Figure 1. Wiring by layer (run 1).
Scale: 6 px per um.
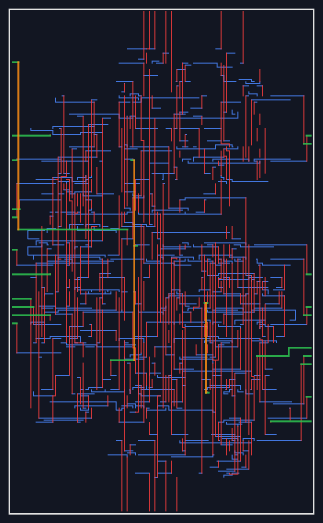
Figure 2. Logic cells by family (run 1).
Scale: 6 px per um.
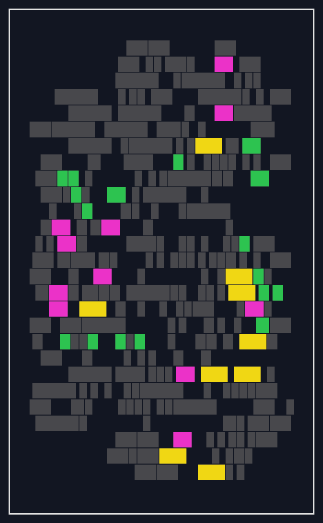
Figure 3. Clock wiring as the flow saved it (run 1).
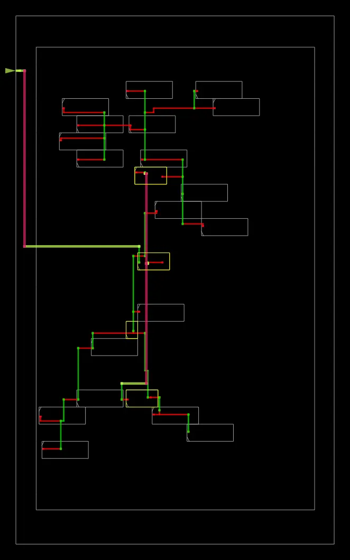
Figure 4. Wires at chosen ports, followed through buffers (run 1).
Scale: 8 px per um.
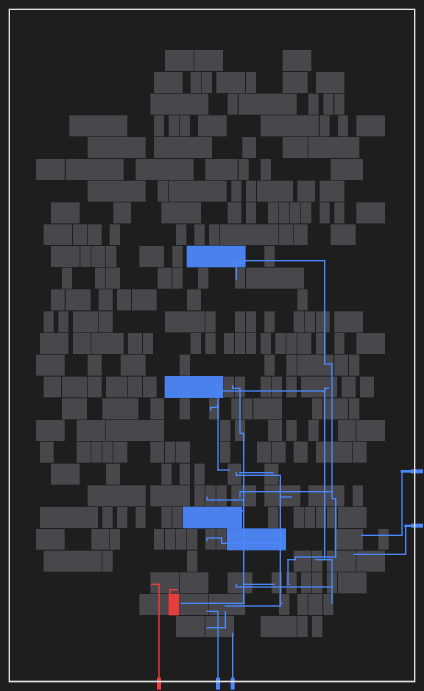
[config.mk]
export PLATFORM = sky130hd
export DESIGN_NAME = prog_timer
export DESIGN_NICKNAME = d
export VERILOG_FILES = /design/src/rtl/prog_timer_pkg.sv /design/src/rtl/prog_timer_prescaler.sv /design/src/rtl/prog_timer.sv
export SDC_FILE = /design/constraint.sdc
export NUM_CORES = 1
export LEC_CHECK = 0
export ABC_AREA = 1
export CORE_ASPECT_RATIO = 1.75
export CORE_MARGIN = 3
export CORE_UTILIZATION = 40
export CTS_CLUSTER_DIAMETER = 100
export CTS_CLUSTER_SIZE = 12
export DETAILED_ROUTE_END_ITERATION = 7
export PLACE_DENSITY = 0.67
export SETUP_SLACK_MARGIN = 0.1
export SYNTH_ARGS = -nofsm -noshare
export SYNTH_HDL_FRONTEND = slang
export SYNTH_SLANG_ARGS = --single-unit
[constraint.sdc]
create_clock -name clk -period 5.7 [get_ports clk]
set_clock_uncertainty 0.05 [all_clocks]
set_input_delay 0.57 -clock clk [delete_from_list [all_inputs] [get_ports clk]]
set_output_delay 0.57 -clock clk [all_outputs]
set_load 0.01 [all_outputs]
[src/rtl/prog_timer_pkg.sv]
// Shared encodings for the programmable timer: count modes and control states.
package prog_timer_pkg;

  // Count mode; reserved codes 2'b10/2'b11 fall back to wrap behaviour.
  typedef enum logic [1:0] {
    MODE_WRAP    = 2'b00,
    MODE_ONESHOT = 2'b01
  } mode_e;

  // Control state: RUN counts ticks, HALT freezes after a one-shot expiry.
  typedef enum logic {
    RUN  = 1'b0,
    HALT = 1'b1
  } state_e;

endpackage : prog_timer_pkg

[src/rtl/prog_timer_prescaler.sv]
// Prescaler: emits one tick every prescale+1 enabled cycles, holds while
// disabled and restarts from zero on request.
module prog_timer_prescaler #(
  parameter int PRE_W = 4
) (
  input  logic             clk,
  input  logic             reset,
  input  logic             enable,
  input  logic             restart,
  input  logic [PRE_W-1:0] prescale,
  output logic             tick
);

  localparam logic [PRE_W-1:0] PRE_ZERO = {PRE_W{1'b0}};
  localparam logic [PRE_W-1:0] PRE_ONE  = {{(PRE_W-1){1'b0}}, 1'b1};

  logic [PRE_W-1:0] pre_cnt_r;
  logic [PRE_W-1:0] pre_cnt_nx_s;
  logic             hit_s;

  assign hit_s = (pre_cnt_r == prescale);
  assign tick  = enable & hit_s;

  // Next prescaler count: restart wins, then advance or wrap on an enabled cycle.
  always_comb begin
    pre_cnt_nx_s = pre_cnt_r;
    if (restart) begin
      pre_cnt_nx_s = PRE_ZERO;
    end else if (enable) begin
      if (hit_s) begin
        pre_cnt_nx_s = PRE_ZERO;
      end else begin
        pre_cnt_nx_s = pre_cnt_r + PRE_ONE;
      end
    end else begin
      pre_cnt_nx_s = pre_cnt_r;
    end
  end

  // Prescaler count register with synchronous reset.
  always_ff @(posedge clk) begin
    if (reset) begin
      pre_cnt_r <= PRE_ZERO;
    end else begin
      pre_cnt_r <= pre_cnt_nx_s;
    end
  end

endmodule : prog_timer_prescaler

[src/rtl/prog_timer.sv]
// Programmable up/down timer with modulus, prescaler, one-shot halt and a
// saturating count of terminal-count events.
module prog_timer
  import prog_timer_pkg::*;
#(
  parameter int N     = 4,
  parameter int M     = 8,
  parameter int PRE_W = 4
) (
  input  logic             clk,
  input  logic             reset,
  input  logic             enable,
  input  logic             dn_up,
  input  logic [1:0]       mode,
  input  logic [N-1:0]     threshold,
  input  logic [PRE_W-1:0] prescale,
  input  logic             load,
  input  logic [N-1:0]     load_val,
  input  logic             clear,
  output logic [N-1:0]     cntout,
  output logic             timeout,
  output logic             done,
  output logic [M-1:0]     ev_cnt
);

  localparam logic [N-1:0] N_ZERO = {N{1'b0}};
  localparam logic [N-1:0] N_ONE  = {{(N-1){1'b0}}, 1'b1};
  localparam logic [N-1:0] N_ALL  = {N{1'b1}};
  localparam logic [M-1:0] M_ZERO = {M{1'b0}};
  localparam logic [M-1:0] M_ONE  = {{(M-1){1'b0}}, 1'b1};
  localparam logic [M-1:0] M_ALL  = {M{1'b1}};

  state_e       state_r, state_nx_s;
  logic [N-1:0] cnt_r, cnt_nx_s;
  logic         timeout_r, timeout_nx_s;
  logic         done_r, done_nx_s;
  logic [M-1:0] ev_cnt_r, ev_cnt_nx_s;
  logic [N-1:0] tv_s;
  logic         tick_s;
  logic         pre_en_s;
  logic         restart_s;

  // Terminal value: threshold 0 selects the full 2^N modulus.
  assign tv_s = (threshold == N_ZERO) ? N_ALL : (threshold - N_ONE);

  // The prescaler is frozen in HALT and restarted by clear or load.
  assign pre_en_s  = enable & (state_r == RUN);
  assign restart_s = clear | load;

  prog_timer_prescaler #(
    .PRE_W (PRE_W)
  ) u_prescaler (
    .clk      (clk),
    .reset    (reset),
    .enable   (pre_en_s),
    .restart  (restart_s),
    .prescale (prescale),
    .tick     (tick_s)
  );

  // Next-state and next-output logic; clear outranks load, load outranks tick.
  always_comb begin
    state_nx_s   = state_r;
    cnt_nx_s     = cnt_r;
    timeout_nx_s = 1'b0;
    done_nx_s    = done_r;
    ev_cnt_nx_s  = ev_cnt_r;
    if (clear) begin
      state_nx_s  = RUN;
      cnt_nx_s    = N_ZERO;
      done_nx_s   = 1'b0;
      ev_cnt_nx_s = M_ZERO;
    end else if (load) begin
      state_nx_s = RUN;
      cnt_nx_s   = load_val;
      done_nx_s  = 1'b0;
    end else begin
      case (state_r)
        RUN: begin
          if (tick_s) begin
            if (dn_up) begin
              if (cnt_r >= tv_s) begin
                cnt_nx_s     = N_ZERO;
                timeout_nx_s = 1'b1;
              end else begin
                cnt_nx_s = cnt_r + N_ONE;
              end
            end else begin
              if (cnt_r == N_ZERO) begin
                cnt_nx_s     = tv_s;
                timeout_nx_s = 1'b1;
              end else if (cnt_r > tv_s) begin
                cnt_nx_s = tv_s;
              end else begin
                cnt_nx_s = cnt_r - N_ONE;
              end
            end
            if (timeout_nx_s) begin
              if (ev_cnt_r != M_ALL) begin
                ev_cnt_nx_s = ev_cnt_r + M_ONE;
              end else begin
                ev_cnt_nx_s = ev_cnt_r;
              end
              if (mode == MODE_ONESHOT) begin
                state_nx_s = HALT;
                done_nx_s  = 1'b1;
              end else begin
                state_nx_s = RUN;
              end
            end else begin
              ev_cnt_nx_s = ev_cnt_r;
            end
          end else begin
            cnt_nx_s = cnt_r;
          end
        end
        HALT: begin
          cnt_nx_s = cnt_r;
        end
        default: begin
          state_nx_s = RUN;
        end
      endcase
    end
  end

  // State and output registers with synchronous reset.
  always_ff @(posedge clk) begin
    if (reset) begin
      state_r   <= RUN;
      cnt_r     <= N_ZERO;
      timeout_r <= 1'b0;
      done_r    <= 1'b0;
      ev_cnt_r  <= M_ZERO;
    end else begin
      state_r   <= state_nx_s;
      cnt_r     <= cnt_nx_s;
      timeout_r <= timeout_nx_s;
      done_r    <= done_nx_s;
      ev_cnt_r  <= ev_cnt_nx_s;
    end
  end

  assign cntout  = cnt_r;
  assign timeout = timeout_r;
  assign done    = done_r;
  assign ev_cnt  = ev_cnt_r;

endmodule : prog_timer

==> results_tabular.tex, run 1 <==
% Yosys + OpenROAD metrics
\begin{tabular}{lr}
\hline
Metric & Value \\
\hline
\multicolumn{2}{l}{\textbf{Status}} \\
Outcome & complete, no violations \\
\multicolumn{2}{l}{\textbf{Global route}} \\
First-pass GRT wire length & 6.11 mm \\
Met1 usage & 18.6\% \\
Met2 demand-to-capacity share in global routing & 36.1\% \\
Remaining Overflow, GRT & 0 \\
Met3 usage in global routing & under 10\% \\
Vias in the first global route & 1442 \\
Largest net degree at the start of global routing & 12 \\
Combined global-route utilization of all metal layers & 18.5\% \\
\multicolumn{2}{l}{\textbf{Yosys}} \\
Post-synth cell types & 23 \\
Synth top cell by count & sky130\_fd\_sc\_hd\_\_nand2\_1 \\
Synth Cell Area & between 0.001 and 0.0015 sq mm \\
Mapped Cells & 213 \\
Syn Area/Cell & 6.50 sq um \\
Post-synth ARST share & 0\% \\
Flops after synth & 19 \\
Number of standard cells reported by yosys & approximately 210 \\
Post-synthesis xor/xnor area fraction & 6.96\% \\
Total number of yosys warnings & 0 \\
Dominant cell type by area after synthesis & sky130\_fd\_sc\_hd\_\_dfxtp\_1 \\
Count of library flops with an enable pin & 0 \\
Arithmetic-cell share of the synthesized area counting full adders, half adders and majority gates & 8.13\% \\
Main logic family after synthesis & simple AND/OR/NAND/NOR gates \\
Yosys aoi share & 7.05\% \\
Chip area line of the yosys report & 0.00139 sq mm \\
Simple-gate portion of the synthesized area & 42.5\% \\
Fraction of synthesized area in multiplexers & 0\% \\
Main area contributors & sky130\_fd\_sc\_hd\_\_dfxtp\_1, sky130\_fd\_sc\_hd\_\_nand2\_1, sky130\_fd\_sc\_hd\_\_nor2\_1, sky130\_fd\_sc\_hd\_\_ha\_1, sky130\_fd\_sc\_hd\_\_nand3\_1 \\
\multicolumn{2}{l}{\textbf{Finish}} \\
Top cell excl fill/tap & sky130\_fd\_sc\_hd\_\_nand2\_1 \\
Area growth, synth to finish & 31.1\% \\
Sequential cell area share & 21.0\% \\
Non-clk bufs & 33 \\
\# fillers & 359 \\
Max reg flops & 8 \\
Final Core Density & 56.0\% \\
Fraction of standard cell area in multi-input logic & 49.3\% \\
Number of nets in the final layout & 280 \\
N\_diodes & 0 \\
Logic area & 895 sq um \\
Logic Gate Count & between 150 and 200 \\
Finished Layout Cells & $\sim$290 \\
Register area & 380 sq um \\
Inverter count of the layout excluding clock inverters & 29 \\
Final Cell Area & between 0.0015 and 0.002 sq mm \\
Fraction of final layout cells sized beyond drive strength 1 & 7.20\% \\
Dominant kind of cell & logic gates \\
Clock-cell share of area & 2.55\% \\
Most used cells in the layout excluding fill and tap cells & sky130\_fd\_sc\_hd\_\_nand2\_1, sky130\_fd\_sc\_hd\_\_nor2\_1, sky130\_fd\_sc\_hd\_\_clkdlybuf4s50\_1 \\
\multicolumn{2}{l}{\textbf{Detailed routing}} \\
Met3 wire length & 77 um \\
Count of unresolved DRC violations after routing & 0 \\
Routed wire length on met2 & 1.98 mm \\
Routed length on met1 & 1.31 mm \\
Detailed Routing Iterations Pass 1 & 4 \\
Average via count per standard cell & 4.88 \\
Top routing layer in use & met4 \\
Violation tally from detailed-route iteration zero & 16 \\
Final wirelength & $\sim$3.4 mm \\
\multicolumn{2}{l}{\textbf{Clocking}} \\
Buffers inserted during post-CTS setup optimization & 0 \\
Number of hold-repair buffers added at the cts stage & 0 \\
H-tree level count & 1 \\
Deepest clock path buffer count & 2 \\
CTS tree & built \\
Clock input transition at the sequential cells of the worst setup and hold paths & approximately 0.07 ns \\
Post\_cts resized & 0 \\
Num Clock Sinks & 19 \\
\multicolumn{2}{l}{\textbf{Final timing}} \\
Post-layout period usage & 50.1\% \\
Aggregate negative setup slack & 0 ns \\
Min Hold Slack & 0.428 ns \\
Slew at the pin closest to its max-slew limit & 0.287 ns \\
Final setup fails & 0 \\
Setup repair after global routing missed its margin & false \\
Number of hold violations in the final report & 0 \\
Post-layout minimum cycle time & 2.85 ns \\
Normalized max-slew margin & 80.7\% \\
Setup WS post-layout & 2.85 ns \\
\multicolumn{2}{l}{\textbf{Floorplan}} \\
Die Ht & 83.8 um \\
Standard cell core area & about 0.0032 sq mm \\
Die x size & 50.5 um \\
Row count & 27 \\
Number of top-level pins & 34 \\
Well-Tap Cells & between 40 and 50 \\
\multicolumn{2}{l}{\textbf{Place}} \\
Count of port buffers added during placement & 33 \\
Routability cong. & approximately 0.9 \\
Setup slack after placement & 2.61 ns \\
Cell Count Post-Placement & 289 \\
Detailed placement HPWL & 2.85 mm \\
\multicolumn{2}{l}{\textbf{Setup path}} \\
Critical Path Max Stage Delay & $\sim$0.45 ns \\
Largest delay share family, worst path & buffers and inverters \\
Crit end category & register \\
Critical Path, Cell by Cell & clkdlybuf4s50\_1, inv\_1, ha\_1, a21oi\_1, nand2\_1, o21ai\_0, ha\_1, a21oi\_1, nand3\_2, nand2\_1, inv\_2, nand2\_4, clkinv\_2, nor2\_1, nor2\_2 \\
Buffers plus inverters on the worst setup path & 4 \\
Critical path depth in cells & 15 \\
Startpoint class of the critical path & input port \\
Cells on worst reg2reg path & 12 \\
Classification of the worst setup path & in -> reg \\
R2R setup slack & 3.72 ns \\
Worst EP arrival & 2.97 ns \\
Worst-path maximum fanout & 9 \\
Cell with the biggest individual delay on the critical path & sky130\_fd\_sc\_hd\_\_clkdlybuf4s50\_1 \\
\multicolumn{2}{l}{\textbf{Power and ir drop}} \\
Reported net switching power & 88.9 uW \\
Lkg Pwr & roughly 0.00083 uW \\
Int Power & around 210 uW \\
Sequential fraction of design power & 45.4\% \\
Total design power & 302 uW \\
Share of power burned in the clock network & 31.5\% \\
Switching part of the total & 29.4\% \\
\multicolumn{2}{l}{\textbf{Min path}} \\
Worst hold path type & reg -> reg \\
Number of cells traversed by the worst hold path & 2 \\
\multicolumn{2}{l}{\textbf{Run}} \\
Max-cap violations & 0 \\
Number of warnings the tools reported & 27 \\
\hline
\end{tabular}
Notes on Figure 1 above:
Key: green = M3 [wire length 77.7 um]; blue = M1 [wire length 1310 um]; orange = M4 [wire length 76.2 um]; red = M2 [wire length 1980 um]
routed vias: 1431
Wirelength per Cell: 11.8 um

Notes on Figure 2 above:
Key: magenta = xor and xnor cells [cells 11]; yellow = fa/ha/maj cells [cells 9]; green = aoi and oai cells [cells 17]

Notes on Figure 3 above:
power in the clock group: 95.3 uW
clock latency at the later pin of the worst-skew pair: 0.26 ns
final-layout clock buffer total: 3
count of flip-flops and latches: 19

Notes on Figure 4 above:
Key: blue = cntout [direction output, edge 2 bottom, 2 right, end cells 4, buffers 4, wire 278 um]; red = clear [direction input, edge bottom, end cells 1, buffers 1, wire 15.3 um]

run 1: path summary, 6_finish.rpt:
| path | start | end |
|---|---|---|
| worst max-delay path | threshold[0] | ev_cnt[0] |
| worst min-delay path | done | done |
| worst max register to register | cntout[0] | ev_cnt[0] |
| worst min register to register | done | done |
run 1: kinds of logic (layout without fill, tap and decap cells):
logic type	count (synthesis)	after routing
AOI/OAI and AO/OA	17	17
xor gates and xnor gates	11	11
adders and majority gates	9	9
buffers and inverters	29	66
DFF	19	19
and+or+nand+nor	128	128
run 1: power groups by stage:
stage	combinational [uW]	clock (uW)	sequential, uW
6_report	69.7	95.3	137
3_3_place_gp	69.1	0	140
4_1_cts	70.3	96.4	137
5_1_grt	80.0	102	138
2_1_floorplan	42.6	0	140
3_5_place_dp	69.9	0	140
==> inputs of run 2 (changes only) <==
--- a/config.mk
+++ b/config.mk
@@ -12,7 +12,7 @@
 export CTS_CLUSTER_DIAMETER = 100
 export CTS_CLUSTER_SIZE = 12
 export DETAILED_ROUTE_END_ITERATION = 7
-export PLACE_DENSITY = 0.67
+export PLACE_DENSITY = 0.69
 export SETUP_SLACK_MARGIN = 0.1
 export SYNTH_ARGS = -nofsm -noshare
 export SYNTH_HDL_FRONTEND = slang
==> constraint.sdc (replaced) <==
create_clock -name clk -period 2.4 [get_ports clk]
set_clock_uncertainty 0.05 [all_clocks]
set_input_delay 0.24 -clock clk [delete_from_list [all_inputs] [get_ports clk]]
set_output_delay 0.24 -clock clk [all_outputs]
set_load 0.01 [all_outputs]
Figure 5. Clock wiring as the flow saved it (run 2).
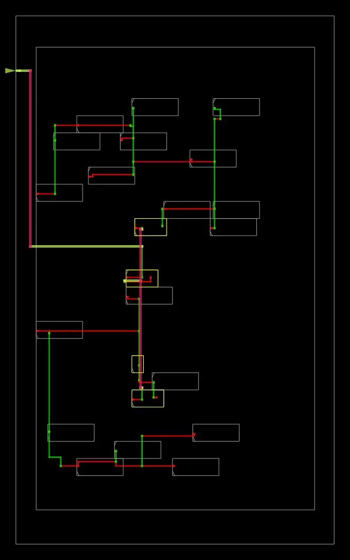
Num Clock Sinks: 19
power in the clock group: 223 uW
CTS buffer count: 3

==> run 2 against run 1 <==
  * Non-clock buffer count grew 7
  * Cell area up 9.8%
  * Worst setup slack got worse by 2.6 ns
  * Critical path type unchanged
  * Critical endpoint is now ev_cnt[4]
==> results_tabular.tex, run 2 <==
% Yosys + OpenROAD metrics
\begin{tabular}{lr}
\hline
Metric & Value \\
\hline
\multicolumn{2}{l}{\textbf{Yosys}} \\
Mapped Cells & between 200 and 250 \\
Post-synth ARST share & 0\% \\
Arithmetic-cell share of the synthesized area counting full adders, half adders and majority gates & 8.13\% \\
Simple-gate portion of the synthesized area & approximately 42\% \\
Synth Cell Area & $\sim$0.0014 sq mm \\
Main area contributors & sky130\_fd\_sc\_hd\_\_dfxtp\_1, sky130\_fd\_sc\_hd\_\_nand2\_1, sky130\_fd\_sc\_hd\_\_nor2\_1, sky130\_fd\_sc\_hd\_\_ha\_1, sky130\_fd\_sc\_hd\_\_nand3\_1 \\
Total number of yosys warnings & 0 \\
Main logic family after synthesis & simple AND/OR/NAND/NOR gates \\
Post-synth cell types & 23 \\
Count of library flops with an enable pin & 0 \\
Number of standard cells reported by yosys & 213 \\
Yosys aoi share & 7.05\% \\
Post-synthesis xor/xnor area fraction & 6.96\% \\
Fraction of synthesized area in multiplexers & 0\% \\
Chip area line of the yosys report & 0.00139 sq mm \\
Syn Area/Cell & $\sim$6.5 sq um \\
\multicolumn{2}{l}{\textbf{Setup path}} \\
Classification of the worst setup path & in -> reg \\
Critical path depth in cells & 15 \\
Crit path from & threshold[2] \\
Startpoint class of the critical path & input port \\
Worst EP arrival & 2.21 ns \\
Critical Path Sink & ev\_cnt[4] \\
Critical Path Max Stage Delay & 0.54 ns \\
Reg2Reg Capture Point & ev\_cnt[4] \\
Worst-path maximum fanout & 5 \\
R2R setup slack & 0.59 ns \\
Cell with the biggest individual delay on the critical path & sky130\_fd\_sc\_hd\_\_clkdlybuf4s50\_1 \\
Buffers plus inverters on the worst setup path & 4 \\
Largest delay share family, worst path & buffers and inverters \\
\multicolumn{2}{l}{\textbf{Final timing}} \\
Post-layout period usage & 88.5\% \\
Post-layout minimum cycle time & about 2.1 ns \\
Setup WS post-layout & 0.276 ns \\
Final setup fails & 0 \\
Slew at the pin closest to its max-slew limit & 0.283 ns \\
Setup repair after global routing missed its margin & false \\
\multicolumn{2}{l}{\textbf{Power and ir drop}} \\
Reported net switching power & 225 uW \\
Total sequential power & 325 uW \\
Share of power burned in the clock network & 29.3\% \\
Total combinational power & 212 uW \\
Sequential fraction of design power & 42.8\% \\
Dominant power group & registers \\
Int Power & 536 uW \\
Switching part of the total & 29.6\% \\
\multicolumn{2}{l}{\textbf{Place}} \\
Count of port buffers added during placement & 33 \\
Setup slack after placement & -0.195 ns \\
Detailed placement HPWL & roughly 2.7 mm \\
Routability cong. & roughly 0.9 \\
\multicolumn{2}{l}{\textbf{Floorplan}} \\
Well-Tap Cells & 43 \\
Number of top-level pins & 34 \\
Die Ht & approximately 84 um \\
Standard cell core area & roughly 0.0032 sq mm \\
Row count & 27 \\
\multicolumn{2}{l}{\textbf{Detailed routing}} \\
Violation tally from detailed-route iteration zero & 28 \\
Wirelength per Cell & $\sim$11 um \\
Count of unresolved DRC violations after routing & 0 \\
Detailed Routing Iterations Pass 1 & 4 \\
Routed vias & 1450 \\
Average via count per standard cell & 4.83 \\
Final wirelength & 3.40 mm \\
\multicolumn{2}{l}{\textbf{Clocking}} \\
Post\_cts resized & 2 \\
CTS tree & built \\
Deepest clock path buffer count & 2 \\
Clock latency at the later pin of the worst-skew pair & approximately 0.26 ns \\
\multicolumn{2}{l}{\textbf{Finish}} \\
Inverter count of the layout excluding clock inverters & 29 \\
Max reg flops & 8 \\
N\_diodes & 0 \\
Logic area & 992 sq um \\
Number of nets in the final layout & 287 \\
Register area & 380 sq um \\
Count of flip-flops and latches & 19 \\
Fraction of final layout cells sized beyond drive strength 1 & 17.5\% \\
Non-clk bufs & approximately 40 \\
Area growth, synth to finish & 43.9\% \\
Logic Gate Count & 165 \\
Sequential cell area share & 19.1\% \\
\multicolumn{2}{l}{\textbf{Global route}} \\
Combined global-route utilization of all metal layers & 17.4\% \\
First-pass GRT wire length & between 5 and 6 mm \\
Vias in the first global route & around 1400 \\
Remaining Overflow, GRT & 0 \\
\multicolumn{2}{l}{\textbf{Run}} \\
Max-cap violations & 0 \\
\multicolumn{2}{l}{\textbf{Status}} \\
Outcome & complete, no violations \\
\multicolumn{2}{l}{\textbf{Min path}} \\
Origin of the worst min-delay path & done \\
Number of cells traversed by the worst hold path & 2 \\
Worst hold path type & reg -> reg \\
\hline
\end{tabular}
Figure 6. Logic cells by family (run 2).
Scale: 6 px per um.
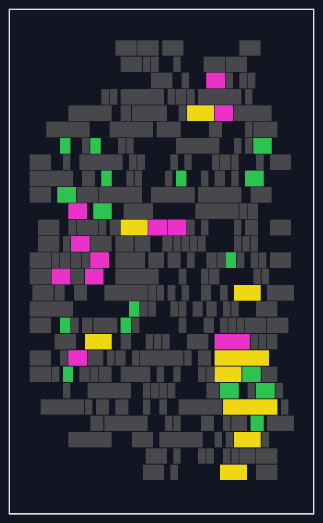
Key: yellow = fa/ha/maj cells [cells 9]; magenta = xor and xnor cells [cells 11]; green = aoi and oai cells [cells 17]
fraction of standard cell area in multi-input logic: 49.8%
Top cell excl fill/tap: sky130_fd_sc_hd__nand2_1
Finished Layout Cells: 300

[run 2: cell counts after synthesis]
Identical to the previous run, type by type.
[run 2: through the flow]
stage / TNS [ns] / instance area, sq um / cells / total power, uW / util (%)
floorplan: 0 / 1390 / 213 / 434 / -
global placement: -1.64 / 1830 / 296 / 521 / 56.6
detailed placement: -2.14 / 1830 / 296 / 522 / 56.6
CTS: 0 / 1890 / 300 / 745 / 58.1
global route: 0 / 1990 / 300 / 811 / 61.5
finish: 0 / 1990 / 300 / 761 / 61.5
[run 2: per-layer routing]
metal	wire length, um	track usage, %	vias up
met5	0	0	-
met4	83	7.35	0
met3	100	1.97	7
met2	1940	33.2	31
met1	1270	18.2	648
li1	-	-	764
No activity file was given, so power comes from the tool's default toggle rates.
